Fig. 1: cell outlines without signal wires
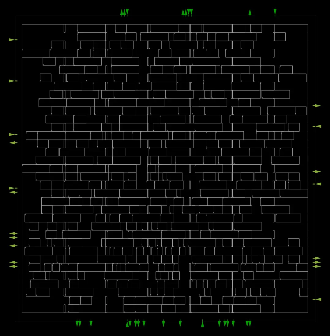
Fig. 2: signal wires on met3
Scale: 4 px per µm.
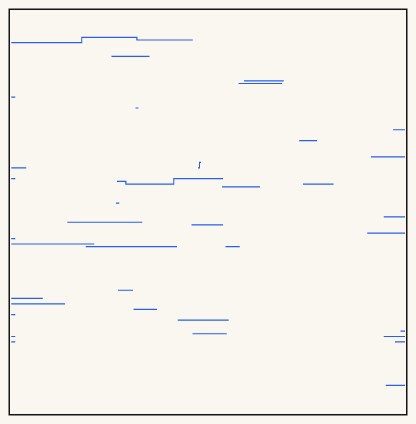
Fig. 3: sequential cells grouped by signal name
Scale: 6 px per µm. Other sequential cells in the stronger grey, the rest of the logic in the fainter grey.
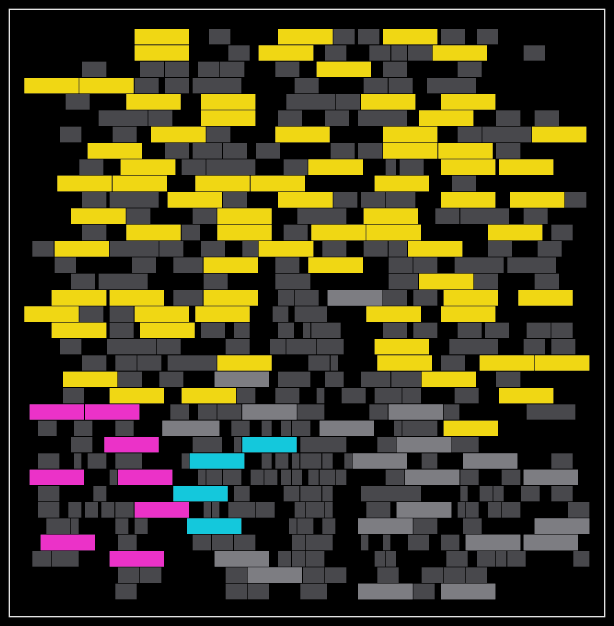
===== src/rtl/rx_flow_pkg.sv =====
// Shared types and constants for the receive flow controller.
package rx_flow_pkg;

  localparam int unsigned DATA_W = 8;
  localparam int unsigned CNT_W  = 8;
  localparam logic [CNT_W-1:0] CNT_SAT = 8'hFF;

  typedef enum logic [1:0] {
    ST_IDLE     = 2'd0,
    ST_ACK      = 2'd1,
    ST_WAIT_CLR = 2'd2
  } cap_state_e;

  typedef struct packed {
    logic              parity_err;
    logic [DATA_W-1:0] data;
  } rx_entry_t;

  // Saturating increment for the 8-bit event counters
  function automatic logic [CNT_W-1:0] sat_inc(input logic [CNT_W-1:0] v);
    return (v == CNT_SAT) ? v : v + CNT_W'(1);
  endfunction

endpackage


===== src/rtl/rx_fifo.sv =====
// Pointer/level FIFO with show-ahead head and simultaneous push/pop support.
module rx_fifo
  import rx_flow_pkg::*;
#(
  parameter int unsigned DEPTH = 8
) (
  input  logic                     clock,
  input  logic                     reset,
  input  logic                     push,
  input  logic                     pop,
  input  rx_entry_t                wr_entry,
  output rx_entry_t                head,
  output logic                     empty,
  output logic                     full,
  output logic [$clog2(DEPTH):0]   level,
  output logic [$clog2(DEPTH):0]   level_nxt_c
);

  localparam int unsigned PTR_W = $clog2(DEPTH);
  localparam int unsigned LVL_W = PTR_W + 1;

  rx_entry_t        mem [DEPTH];
  logic [PTR_W-1:0] wr_ptr;
  logic [PTR_W-1:0] rd_ptr;
  logic             push_ok;
  logic             pop_ok;

  assign empty   = (level == '0);
  assign full    = (level == LVL_W'(DEPTH));
  assign push_ok = push & (~full | pop_ok);
  assign pop_ok  = pop & ~empty;
  assign head    = mem[rd_ptr];

  // Next fill level; push and pop together cancel out
  always_comb begin
    level_nxt_c = level;
    if (push_ok && !pop_ok) begin
      level_nxt_c = level + LVL_W'(1);
    end else if (pop_ok && !push_ok) begin
      level_nxt_c = level - LVL_W'(1);
    end
  end

  // Storage, pointers and level; pointers wrap naturally at DEPTH
  always_ff @(posedge clock or negedge reset) begin
    if (!reset) begin
      for (int i = 0; i < int'(DEPTH); i++) begin
        mem[i] <= '0;
      end
      wr_ptr <= '0;
      rd_ptr <= '0;
      level  <= '0;
    end else begin
      if (push_ok) begin
        mem[wr_ptr] <= wr_entry;
        wr_ptr      <= wr_ptr + PTR_W'(1);
      end
      if (pop_ok) begin
        rd_ptr <= rd_ptr + PTR_W'(1);
      end
      level <= level_nxt_c;
    end
  end

endmodule


===== src/rtl/rx_flow_ctrl.sv =====
// Receive flow controller: UART byte capture, FIFO buffering, CTS hysteresis.
// Optional build macro RX_PARITY_DROP_EN: discard bytes flagged with a parity error.
module rx_flow_ctrl
  import rx_flow_pkg::*;
#(
  parameter int unsigned DEPTH      = 8,
  parameter int unsigned HIGH_WATER = 6,
  parameter int unsigned LOW_WATER  = 2
) (
  input  logic                   clock,
  input  logic                   reset,
  input  logic                   uart_new_data,
  input  logic [7:0]             uart_data,
  input  logic                   uart_parity_err,
  output logic                   uart_data_read,
  output logic                   cts,
  output logic [7:0]             nios_data,
  output logic                   nios_parity_err,
  output logic                   nios_valid,
  input  logic                   nios_ack,
  output logic [$clog2(DEPTH):0] level,
  output logic [7:0]             overflow_cnt,
  output logic [7:0]             parity_cnt
);

  localparam int unsigned LVL_W = $clog2(DEPTH) + 1;

  cap_state_e       state;
  cap_state_e       state_nxt;
  logic             ack_q;
  logic             ack_d;
  logic             pop_c;
  logic             capture_c;
  logic             drop_c;
  logic             push_c;
  logic             ovf_c;
  logic             fifo_empty;
  logic             fifo_full;
  logic [LVL_W-1:0] level_nxt_c;
  rx_entry_t        wr_entry;
  rx_entry_t        head;

`ifdef RX_PARITY_DROP_EN
  assign drop_c          = uart_parity_err;
  assign nios_parity_err = 1'b0;
`else
  assign drop_c          = 1'b0;
  assign nios_parity_err = head.parity_err;
`endif

  assign wr_entry   = '{parity_err: uart_parity_err, data: uart_data};
  assign nios_data  = head.data;
  assign nios_valid = ~fifo_empty;

  // Pop on a rising edge of the registered PIO ack, only when data is present
  assign pop_c = ack_q & ~ack_d & ~fifo_empty;

  // Capture decode; a full FIFO still accepts when a pop frees a slot this cycle
  assign capture_c = (state == ST_IDLE) & uart_new_data;
  assign push_c    = capture_c & ~drop_c & (~fifo_full | pop_c);
  assign ovf_c     = capture_c & ~drop_c & fifo_full & ~pop_c;

  // Capture FSM next state
  always_comb begin
    state_nxt = state;
    unique case (state)
      ST_IDLE:     if (uart_new_data) state_nxt = ST_ACK;
      ST_ACK:      state_nxt = ST_WAIT_CLR;
      ST_WAIT_CLR: if (!uart_new_data) state_nxt = ST_IDLE;
      default:     state_nxt = ST_IDLE;
    endcase
  end

  // State, acknowledge pulse and PIO ack edge-detect registers
  always_ff @(posedge clock or negedge reset) begin
    if (!reset) begin
      state          <= ST_IDLE;
      uart_data_read <= 1'b0;
      ack_q          <= 1'b0;
      ack_d          <= 1'b0;
    end else begin
      state          <= state_nxt;
      uart_data_read <= (state_nxt == ST_ACK);
      ack_q          <= nios_ack;
      ack_d          <= ack_q;
    end
  end

  // CTS hysteresis on the post-edge fill level
  always_ff @(posedge clock or negedge reset) begin
    if (!reset) begin
      cts <= 1'b1;
    end else if (level_nxt_c >= LVL_W'(HIGH_WATER)) begin
      cts <= 1'b0;
    end else if (level_nxt_c <= LVL_W'(LOW_WATER)) begin
      cts <= 1'b1;
    end
  end

  // Saturating overflow and parity-error counters
  always_ff @(posedge clock or negedge reset) begin
    if (!reset) begin
      overflow_cnt <= '0;
      parity_cnt   <= '0;
    end else begin
      if (ovf_c) begin
        overflow_cnt <= sat_inc(overflow_cnt);
      end
      if (capture_c && uart_parity_err) begin
        parity_cnt <= sat_inc(parity_cnt);
      end
    end
  end

  rx_fifo #(
    .DEPTH (DEPTH)
  ) u_fifo (
    .clock       (clock),
    .reset       (reset),
    .push        (push_c),
    .pop         (pop_c),
    .wr_entry    (wr_entry),
    .head        (head),
    .empty       (fifo_empty),
    .full        (fifo_full),
    .level       (level),
    .level_nxt_c (level_nxt_c)
  );

endmodule


===== config.mk =====
export PLATFORM = sky130hd
export DESIGN_NAME = rx_flow_ctrl
export DESIGN_NICKNAME = d
export VERILOG_FILES = /design/src/rtl/rx_flow_pkg.sv /design/src/rtl/rx_fifo.sv /design/src/rtl/rx_flow_ctrl.sv
export SDC_FILE = /design/constraint.sdc
export NUM_CORES = 1
export LEC_CHECK = 0
export CAP_MARGIN = 20
export CORE_AREA = 2 2 97 99
export DETAILED_ROUTE_END_ITERATION = 8
export DIE_AREA = 0 0 99 101
export PLACE_DENSITY_LB_ADDON = 0.2
export SLEW_MARGIN = 5
export SYNTH_ARGS = -nofsm -noshare
export SYNTH_HDL_FRONTEND = slang
export SYNTH_SLANG_ARGS = --single-unit

===== constraint.sdc =====
create_clock -name clock -period 3.5 [get_ports clock]
set_input_delay 0.525 -clock clock [delete_from_list [all_inputs] [get_ports clock]]
set_output_delay 0.525 -clock clock [all_outputs]
set_load 0.02 [all_outputs]

==> impl_metrics.py <==
# Synthesis and PnR figures
metrics = {
    "power_and_ir_drop": {
        "combinationalPower_w": 0.00228,
        "cellLeakagePower_nw": 2.397,
        "p_total_w": 0.005138,
        "irDropWorstVdd_v": 0.0004776,
        "seqPwrFrac_pct": 41.8,
        "internal_power_w": 0.003331,
        "power_density_nw_per_um2": 918.7,
        "swShare_pct": 35.18,
        "switching_power_w": 0.001808,
    },
    "clocking": {
        "cts_htree_levels": 3,
        "cts_tree": "built",
        "cts-root-buf": "clkbuf_8",
        "cts_setup_buffers": 0,
        "clock_latency_ps": 360,
        "path_clk_slew_ps": 100,
        "cts_hold_buf": 0,
    },
    "layout": {
        "nNetsFinal": 393,
        "stdcell_area_um2": 5593,
        "regMostFlops": "u_fifo.mem",
        "diodes": 0,
        "clkbuf_count": 9,
        "reg_top3": "u_fifo.mem x72, overflow_cnt x8, parity_cnt x8",
        "mostFrequentLayoutCells": "dfrtp_1, mux2_2, clkdlybuf4s50_1",
        "drive_above_1_share_pct": 37.30,
        "biggestCellCategory": "sequential cells",
        "instances_no_fill": 489,
    },
    "routing": {
        "via_per_inst": 5.843,
        "drt_iter0_drc": 101,
        "wl_per_cell_um": 19.08,
        "wl_met3_um": 295,
        "drt-met1-wl_mm": 4.467,
        "top_layer": "met4",
        "ant_nets": 0,
    },
    "synthesis": {
        "synth-compound-area-share_pct": 3.390,
        "edf_count": 0,
        "ys_seq_share_pct": 53.86,
        "ys_sh_xor_pct": 3.442,
        "synth_cell_types": 50,
        "ys.warnings.count": 0,
        "ys_top_cells_by_count": "dfrtp_1, mux2_2, mux4_2, xnor2_1, nand2_1",
        "area_leaders": "dfrtp_1, mux2_2, mux4_2",
        "top_area_share_pct": 53.31,
        "async_reset_ff_share_pct": 100.0,
        "yosysCellCount": 324,
        "ys_sh_mux_pct": 28.39,
        "ys.flop_type": "dfrtp_1",
        "yosysMostFrequentCell": "dfrtp_1",
        "synth_area_um2": 4835,
        "syn_nets": 344,
    },
    "timing": {
        "period_used_pct": 84.54,
        "setup_viol": 0,
        "finalClockSkew_ps": 12.96,
        "rsz0062_at_grt": "no",
        "relSlewSlack_pct": 50.45,
        "fmax_mhz": 338.0,
        "slew_violations": 0,
        "finalCriticalPeriod_ps": 2959,
        "hold_violations": 0,
        "tns_ps": 0,
        "hold_ws_ps": 214.9,
    },
    "critical_path": {
        "rr_endpoint": "u_fifo.mem[41]$_DFFE_PN0P_",
        "worstPathCellList": "buf_4, mux4_2, mux2_2, clkdlybuf4s50_1",
        "critPathKind": "reg -> out",
        "crit_path_start_kind": "register",
        "cp_slowest_cell": "mux4_2",
        "crit_cells": 4,
        "crit_path_end": "nios_data[2]",
        "required_ps": 2970,
    },
    "die": {
        "die_width_um": 99,
        "n_tap_cell": 111,
        "die_y_um": 101,
    },
    "placement": {
        "postPlaceCellArea_um2": 5404,
        "port_buffers": 44,
        "placed_cells": 473,
        "place.gp.congestion": 0.7946,
    },
    "global_routing": {
        "use_met1_pct": 29.21,
        "use_met2_pct": 31.39,
        "grt_max_degree": 60,
    },
    "run": {
        "openroad.warnings": 28,
    },
    "outcome": {
        "status": "finished, final reports clean",
    },
}
-- Fig. 1 (at the start) --
Seq Cell Count: 104
Core Area: 8977 µm²
Layout Utilization: 62.30%
fillers: 680
row count: 35

-- Fig. 2 (at the start) --
longest straight run	22.5 µm
nets with wire on the layer	29
main direction	horizontal
wire length on this layer	296 µm
routed vias: 2,857
detailed-route wire length: 9.331 mm
met3 usage in global routing: 3.745%

-- Fig. 3 (at the start) --
colour	name in the netlist	sequential cells
yellow	u_fifo.mem	72
cyan	u_fifo.level	4
magenta	parity_cnt	8
not coloured	20
Seq area share: 46.55%
sequential power: 0.00215 W
register area: 2604 µm²

Power and IR drop assume default switching activity.
